--- config.mk ---
export PLATFORM = sky130hd
export DESIGN_NAME = cell3_exerciser_flat
export DESIGN_NICKNAME = d
export VERILOG_FILES = /design/src/rtl/cell3_pkg.sv /design/src/rtl/cell3_exerciser_if.sv /design/src/rtl/cell3_settle_timer.sv /design/src/rtl/cell3_exerciser.sv /design/src/flat_wrapper.sv
export SDC_FILE = /design/constraint.sdc
export NUM_CORES = 1
export LEC_CHECK = 0
export CORE_UTILIZATION = 46
export DETAILED_ROUTE_END_ITERATION = 6
export PLACE_DENSITY_LB_ADDON = 0.2
export SLEW_MARGIN = 25
export SYNTH_ARGS = -nofsm -noshare
export SYNTH_HDL_FRONTEND = slang
export SYNTH_HIERARCHICAL = 1
export SYNTH_SLANG_ARGS = --single-unit
--- constraint.sdc ---
create_clock -name clk -period 2.1 [get_ports clk]
set_clock_uncertainty 0.05 [all_clocks]
set_input_delay 0.315 -clock clk [delete_from_list [all_inputs] [get_ports clk]]
set_output_delay 0.315 -clock clk [all_outputs]
set_load 0.005 [all_outputs]
--- src/rtl/cell3_pkg.sv ---
// Shared types and constants for the 3-input cell exerciser.
package cell3_pkg;

    // Exerciser sequencing states
    typedef enum logic [1:0] {
        ST_IDLE,
        ST_SETTLE,
        ST_SAMPLE,
        ST_FIN
    } state_t;

    // Expected-output tables indexed by {C,B,A}
    localparam logic [7:0] TRUTH_NOR3  = 8'h01;
    localparam logic [7:0] TRUTH_NAND3 = 8'h7F;
    localparam logic [7:0] TRUTH_AND3  = 8'h80;
    localparam logic [7:0] TRUTH_OR3   = 8'hFE;

    // Input vector index {C,B,A}
    localparam int VEC_W = 3;
    typedef logic [VEC_W-1:0] vec_t;

endpackage

--- src/rtl/cell3_exerciser_if.sv ---
// Run-control and cell-side signals of the exerciser, bundled.
// master = exerciser side, slave = harness / cell side.
interface cell3_exerciser_if #(
    parameter int ERR_W = 4
);
    logic             start;
    logic             abort;
    logic             busy;
    logic             done;
    logic             pass;
    logic [ERR_W-1:0] err_cnt;
    logic [7:0]       fail_vec;
    logic             a;
    logic             b;
    logic             c;
    logic             y;

    modport master (
        input  start, abort, y,
        output a, b, c, busy, done, pass, err_cnt, fail_vec
    );

    modport slave (
        output start, abort, y,
        input  a, b, c, busy, done, pass, err_cnt, fail_vec
    );
endinterface

--- src/rtl/cell3_settle_timer.sv ---
// Load/decrement counter that holds a vector for SETTLE cycles.
// tc is high while the count is zero; loading SETTLE-1 therefore
// yields exactly SETTLE cycles of en before tc is seen.
module cell3_settle_timer
    import cell3_pkg::*;
#(
    parameter int SETTLE = 4
) (
    input  logic clk,
    input  logic rst_n,
    input  logic load,
    input  logic en,
    output logic tc
);
    localparam int CNT_W = (SETTLE > 1) ? $clog2(SETTLE) : 1;
    localparam logic [CNT_W-1:0] LOAD_VAL = CNT_W'(SETTLE - 1);

    logic [CNT_W-1:0] cnt;

    // Reload on a new vector, otherwise count down to zero and hold
    always_ff @(posedge clk or negedge rst_n) begin
        if (!rst_n) begin
            cnt <= '0;
        end else if (load) begin
            cnt <= LOAD_VAL;
        end else if (en && (cnt != '0)) begin
            cnt <= cnt - CNT_W'(1);
        end
    end

    assign tc = (cnt == '0);

endmodule

--- src/rtl/cell3_exerciser.sv ---
// Stimulus driver and response checker for 3-input static cells.
// Walks {C,B,A} = 0..7 for PASSES sweeps, holds each vector SETTLE
// cycles, then compares Y with TRUTH and records mismatches.
module cell3_exerciser
    import cell3_pkg::*;
#(
    parameter logic [7:0] TRUTH  = TRUTH_NOR3,
    parameter int         SETTLE = 4,
    parameter int         PASSES = 1,
    parameter int         ERR_W  = 4
) (
    input  logic                clk,
    input  logic                rst_n,
    cell3_exerciser_if.master   bus
);
    localparam int PW = (PASSES > 1) ? $clog2(PASSES) : 1;
    localparam logic [PW-1:0] LAST_PASS = PW'(PASSES - 1);

    state_t           state, state_n;
    vec_t             vec, vec_n;
    logic [PW-1:0]    pidx, pidx_n;
    logic [ERR_W-1:0] err_q, err_n;
    logic [7:0]       fail_q, fail_n;
    logic             pass_q, pass_n;
    logic             busy_q, busy_n;
    logic [2:0]       abc_q, abc_n;
    logic             load;
    logic             settle_en;
    logic             tc;

    function automatic logic [ERR_W-1:0] sat_inc(input logic [ERR_W-1:0] v);
        return (v == '1) ? v : v + ERR_W'(1);
    endfunction

    assign settle_en = (state == ST_SETTLE);

    cell3_settle_timer #(
        .SETTLE (SETTLE)
    ) u_timer (
        .clk   (clk),
        .rst_n (rst_n),
        .load  (load),
        .en    (settle_en),
        .tc    (tc)
    );

    // State, counters, results and the registered cell inputs
    always_ff @(posedge clk or negedge rst_n) begin
        if (!rst_n) begin
            state  <= ST_IDLE;
            vec    <= '0;
            pidx   <= '0;
            err_q  <= '0;
            fail_q <= '0;
            pass_q <= 1'b0;
            busy_q <= 1'b0;
            abc_q  <= '0;
        end else begin
            state  <= state_n;
            vec    <= vec_n;
            pidx   <= pidx_n;
            err_q  <= err_n;
            fail_q <= fail_n;
            pass_q <= pass_n;
            busy_q <= busy_n;
            abc_q  <= abc_n;
        end
    end

    // Sequencing, sampling and abort handling
    always_comb begin
        state_n = state;
        vec_n   = vec;
        pidx_n  = pidx;
        err_n   = err_q;
        fail_n  = fail_q;
        pass_n  = pass_q;
        busy_n  = busy_q;
        load    = 1'b0;

        case (state)
            ST_IDLE: begin
                // START beats a simultaneous ABORT because ABORT is a no-op here
                if (bus.start) begin
                    vec_n   = '0;
                    pidx_n  = '0;
                    err_n   = '0;
                    fail_n  = '0;
                    pass_n  = 1'b0;
                    busy_n  = 1'b1;
                    load    = 1'b1;
                    state_n = ST_SETTLE;
                end
            end
            ST_SETTLE: begin
                if (tc) begin
                    state_n = ST_SAMPLE;
                end
            end
            ST_SAMPLE: begin
                if (bus.y != TRUTH[vec]) begin
                    fail_n[vec] = 1'b1;
                    err_n       = sat_inc(err_q);
                end
                if (vec == vec_t'(7)) begin
                    if (pidx == LAST_PASS) begin
                        state_n = ST_FIN;
                    end else begin
                        vec_n   = '0;
                        pidx_n  = pidx + PW'(1);
                        load    = 1'b1;
                        state_n = ST_SETTLE;
                    end
                end else begin
                    vec_n   = vec + vec_t'(1);
                    load    = 1'b1;
                    state_n = ST_SETTLE;
                end
            end
            ST_FIN: begin
                // err_q already includes the final sample, so zero means a clean run
                pass_n  = (err_q == '0);
                busy_n  = 1'b0;
                state_n = ST_IDLE;
            end
            default: begin
                state_n = ST_IDLE;
            end
        endcase

        // Abort drops any sample in flight and keeps the partial results
        if (bus.abort && (state != ST_IDLE)) begin
            state_n = ST_IDLE;
            vec_n   = '0;
            pidx_n  = '0;
            err_n   = err_q;
            fail_n  = fail_q;
            pass_n  = pass_q;
            busy_n  = 1'b0;
            load    = 1'b0;
        end
    end

    // Cell inputs follow the vector while a vector is being applied, else 0
    always_comb begin
        abc_n = '0;
        if ((state_n == ST_SETTLE) || (state_n == ST_SAMPLE)) begin
            abc_n = vec_n;
        end
    end

    assign bus.a        = abc_q[0];
    assign bus.b        = abc_q[1];
    assign bus.c        = abc_q[2];
    assign bus.busy     = busy_q;
    assign bus.done     = (state == ST_FIN);
    assign bus.pass     = pass_q;
    assign bus.err_cnt  = err_q;
    assign bus.fail_vec = fail_q;

endmodule

--- src/flat_wrapper.sv ---
// flat-port wrapper written by rule: the top's interface ports become plain ports
module cell3_exerciser_flat import cell3_pkg::*;
#(
    parameter logic [7:0] TRUTH  = TRUTH_NOR3,
    parameter int         SETTLE = 4,
    parameter int         PASSES = 1,
    parameter int         ERR_W  = 4
)
  (clk, rst_n, bus_start, bus_abort, bus_y, bus_a, bus_b, bus_c, bus_busy, bus_done, bus_pass, bus_err_cnt, bus_fail_vec);
  cell3_exerciser_if #(.ERR_W(ERR_W)) bus_i ();
  input  logic clk;
  input  logic rst_n;
  input wire logic [$bits(bus_i.start)-1:0] bus_start;
  input wire logic [$bits(bus_i.abort)-1:0] bus_abort;
  input wire logic [$bits(bus_i.y)-1:0] bus_y;
  output wire logic [$bits(bus_i.a)-1:0] bus_a;
  output wire logic [$bits(bus_i.b)-1:0] bus_b;
  output wire logic [$bits(bus_i.c)-1:0] bus_c;
  output wire logic [$bits(bus_i.busy)-1:0] bus_busy;
  output wire logic [$bits(bus_i.done)-1:0] bus_done;
  output wire logic [$bits(bus_i.pass)-1:0] bus_pass;
  output wire logic [$bits(bus_i.err_cnt)-1:0] bus_err_cnt;
  output wire logic [$bits(bus_i.fail_vec)-1:0] bus_fail_vec;
  assign bus_i.start = bus_start;
  assign bus_i.abort = bus_abort;
  assign bus_i.y = bus_y;
  assign bus_a = bus_i.a;
  assign bus_b = bus_i.b;
  assign bus_c = bus_i.c;
  assign bus_busy = bus_i.busy;
  assign bus_done = bus_i.done;
  assign bus_pass = bus_i.pass;
  assign bus_err_cnt = bus_i.err_cnt;
  assign bus_fail_vec = bus_i.fail_vec;
  cell3_exerciser #(.TRUTH(TRUTH), .SETTLE(SETTLE), .PASSES(PASSES), .ERR_W(ERR_W)) u_core (.clk(clk), .rst_n(rst_n), .bus(bus_i));
endmodule
==> images/m1.png <==
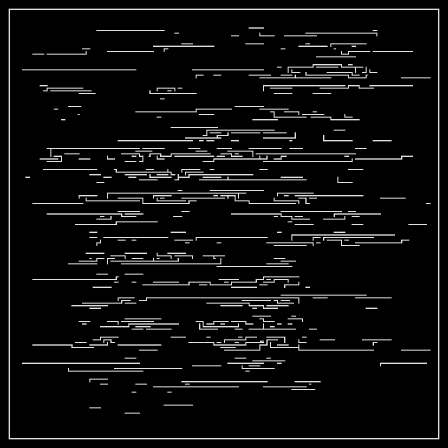
The wires run mostly horizontal. The layer carries 1,210 um of wire. The layer holds 45% of the routed length. The longest straight run is 19.8 um. 150 nets have wire on it.

==> images/m2.png <==
Scale bar: 20 um. Cells faint in the background.
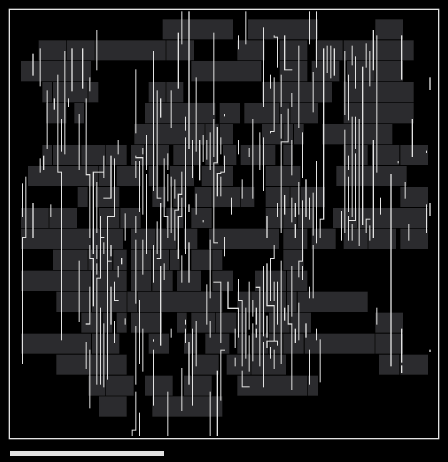
152 nets have wire on it. The wires run mostly vertical. The longest straight run is 24.8 um. The layer holds 50% of the routed length.

==> ci_impl_report.md <==
### Yosys + OpenROAD results

| Metric | Value |
|---|---|
| Dpl cell area | 1623 sq um |
| Chip footprint | roughly 3100 sq um |
| Heaviest power group | sequential cells |
| Met1 usage | 23.10% |
| CTS tree | built |
| Worst-Skew Late Latency | 0.32 ns |
| Initial antenna violation count | 0 |
| Routability Congestion | 0.7848 |
| Netlist cell types | 40 |
| Slowest stage delay, CP | 0.51 ns |
| Layout Cells excl Fill | 193 |
| Final hold slack | 0.2830 ns |
| Dominant cell area share | 45.54% |
| Worst R2R Path Depth | 6 |
| Top Metal Used | met4 |
| Inverters | 9 |
| Combinational group power | about 0.00051 W |
| Top class by area | multi-input combinational cells |
| Worst slack, placed | ~0.068 ns |
| #FFs+latches synth | 24 |
| Adder Area Share | ~8.5% |
| Crit path required time | ~2.3 ns |
| CP cell instances | inv_1 -> ha_1 -> or3b_1 -> and2_4 -> or4_1 -> o211ai_1 |
| Fin. max-slew vios | 0 |
| Worst vdd ir | ~0.00060 V |
| Sequential cell power | 0.000543 W |
| Area occupied by registers | 600.6 sq um |
| Outcome | finished, final reports clean |
| Post-synth EDFFs | 0 |
| Vias per inst | 5.653 |
| Pwr/cell area | 824.3 nW/um^2 |
| Setup crit end | u_core/bus.err_cnt[1]$_DFFE_PN0P_ |
| Post-CTS Setup Inserts | 0 |
| Final nets | 177 |
| Data buffer area share | between 10% and 20% |
| Reg power frac | around 39% |
| Final hold violation count | 0 |
| Syn Std Cell Area | 1319 sq um |
| # Taps | 31 |
| Slowest CP cell | or4_1 |
| Die X-Extent | 55.55 um |
| Pint | 0.0009449 W |
| Clk pwr | 0.000336 W |
| Worst slew margin | 61.43% |
| Psw | 0.0004453 W |
| Family with the most delay on the worst path | simple AND/OR/NAND/NOR gates |
| CP startpoint | u_core/state[1]$_DFF_PN0_ |
| Critical Path Source Type | flop |
| Top cells by area | dfrtp_1 (46%), ha_1 (8.5%), a32o_1 (3.0%) |
| # placed instances | around 190 |
| Layout fillers | roughly 230 |
| Met1 WL | between 1 and 1.5 mm |
| Max FO, Critical Path | 5 |
| Die height | 55.55 um |
| Synthesized area per cell | 10.07 sq um |
| Post-synth top area cell | dfrtp_1 |
| Nonclk buf count | 31 |
| Worst slew pin tran | 0.5744 ns |
| Worst Hold Class | input port to async pin |
| WL final | about 2.7 mm |
| # diodes | 0 |
| Main synth FF type | dfrtp_1 |
| Clk sinks | 24 |
| Yosys stat area | 1319 sq um |
| Top cells by count, synth | dfrtp_1 (24), nand2_1 (10), ha_1 (9), inv_1 (9), nor2_1 (8) |
| Most used routing layer | met2 |
| Routed len/inst | roughly 14 um |
| Final-layout clock-cell area share | a little over 3% |
| Top cells excl fill/tap | dfrtp_1 (24), clkdlybuf4s50_1 (22), nand2_1 (10) |
| Setup crit end kind | flop |
| Clk pwr share | 24.2% |
| Setup TNS | 0 ns |
| Port bufs | 22 |
| Combinational fraction of the cell area | 39.91% |
| AO/OA Area Share | 17.27% |
| Clock Tree Buf Depth | 2 |
| Worst R2R Start | u_core/state[1]$_DFF_PN0_ |
| CTS Hold Bufs | 0 |
| Crit path kind | flop to flop |
| Largest logic family | simple AND/OR/NAND/NOR gates |
| Clock Root Buffer | clkbuf_4 |
| Final WS setup | about 0.11 ns |
| Max FFs per register | 8 |
| Gate Count Post-Synth | 131 |
| Net Sw Frac | 32.03% |
| Yosys cell count | 131 |
| Flop2flop setup slack | between 0.1 and 0.15 ns |
| Met3 WL | 91 um |
| Maximum clock frequency | 502.0 MHz |
| Basic Gates by Area | approximately a fifth |
| Top cell excl fill/tap | dfrtp_1 |
| CTS H-tree depth | 1 |
| Max Cap Viol | 0 |
| Setup repair after global routing missed its margin | no |
| Detailed-route DRC error count | 0 |
| Flop count | 24 |
| Met2 Track Usage GR | between 30% and 40% |
| Reg2Reg Capture Point | u_core/bus.err_cnt[1]$_DFFE_PN0P_ |
| Tcrit/Tclk final | a little over nine tenths |
| CTS buffer count | 3 |
| FP Core Util | roughly half |
| Area growth, synth to finish | 27.89% |
| Area fraction in mux cells | 2.372% |
| Comb power frac | 36.8% |
| Worst EP arrival | approximately 2.2 ns |
| Flop share of the area | 35.61% |
| Ports | 23 |
| WP buf/inv | 1 |
| Clock transition at path regs | 0.14 ns |
| Met3 Track Usage GR | approximately 3.7% |
| Share of cells above drive strength 1 | about a tenth |
| Tool warnings | 31 |
| Via count | around 1,100 |
| CTS resizes | 0 |
| Final core occ | 61.69% |
| Endpoints failing setup | 0 |
| Most common cell in the netlist | dfrtp_1 |
| Worst path depth | 6 |
| Drt first pass iters | 4 |
| Post-DP HPWL | 2.034 mm |
| Overall Power | 0.001390 W |
| WL met2 | 1.325 mm |
| Number of global-route vias before repair | ~1,000 |
| Comb gates | approximately 94 |
| Cell Rows | 19 |
| Synth Seq Share | 45.54% |
| First-pass GRT wire length | 4.581 mm |
| Gate Area | 673.1 sq um |
| Leakage | 0.7566 nW |
| DRT iter0 DRCs | 22 |
| Post-synth ARST share | 100.0% |
| Tot GR Track Use | 18.93% |
| Synth warnings | 6 |
Power and IR drop assume default switching activity.
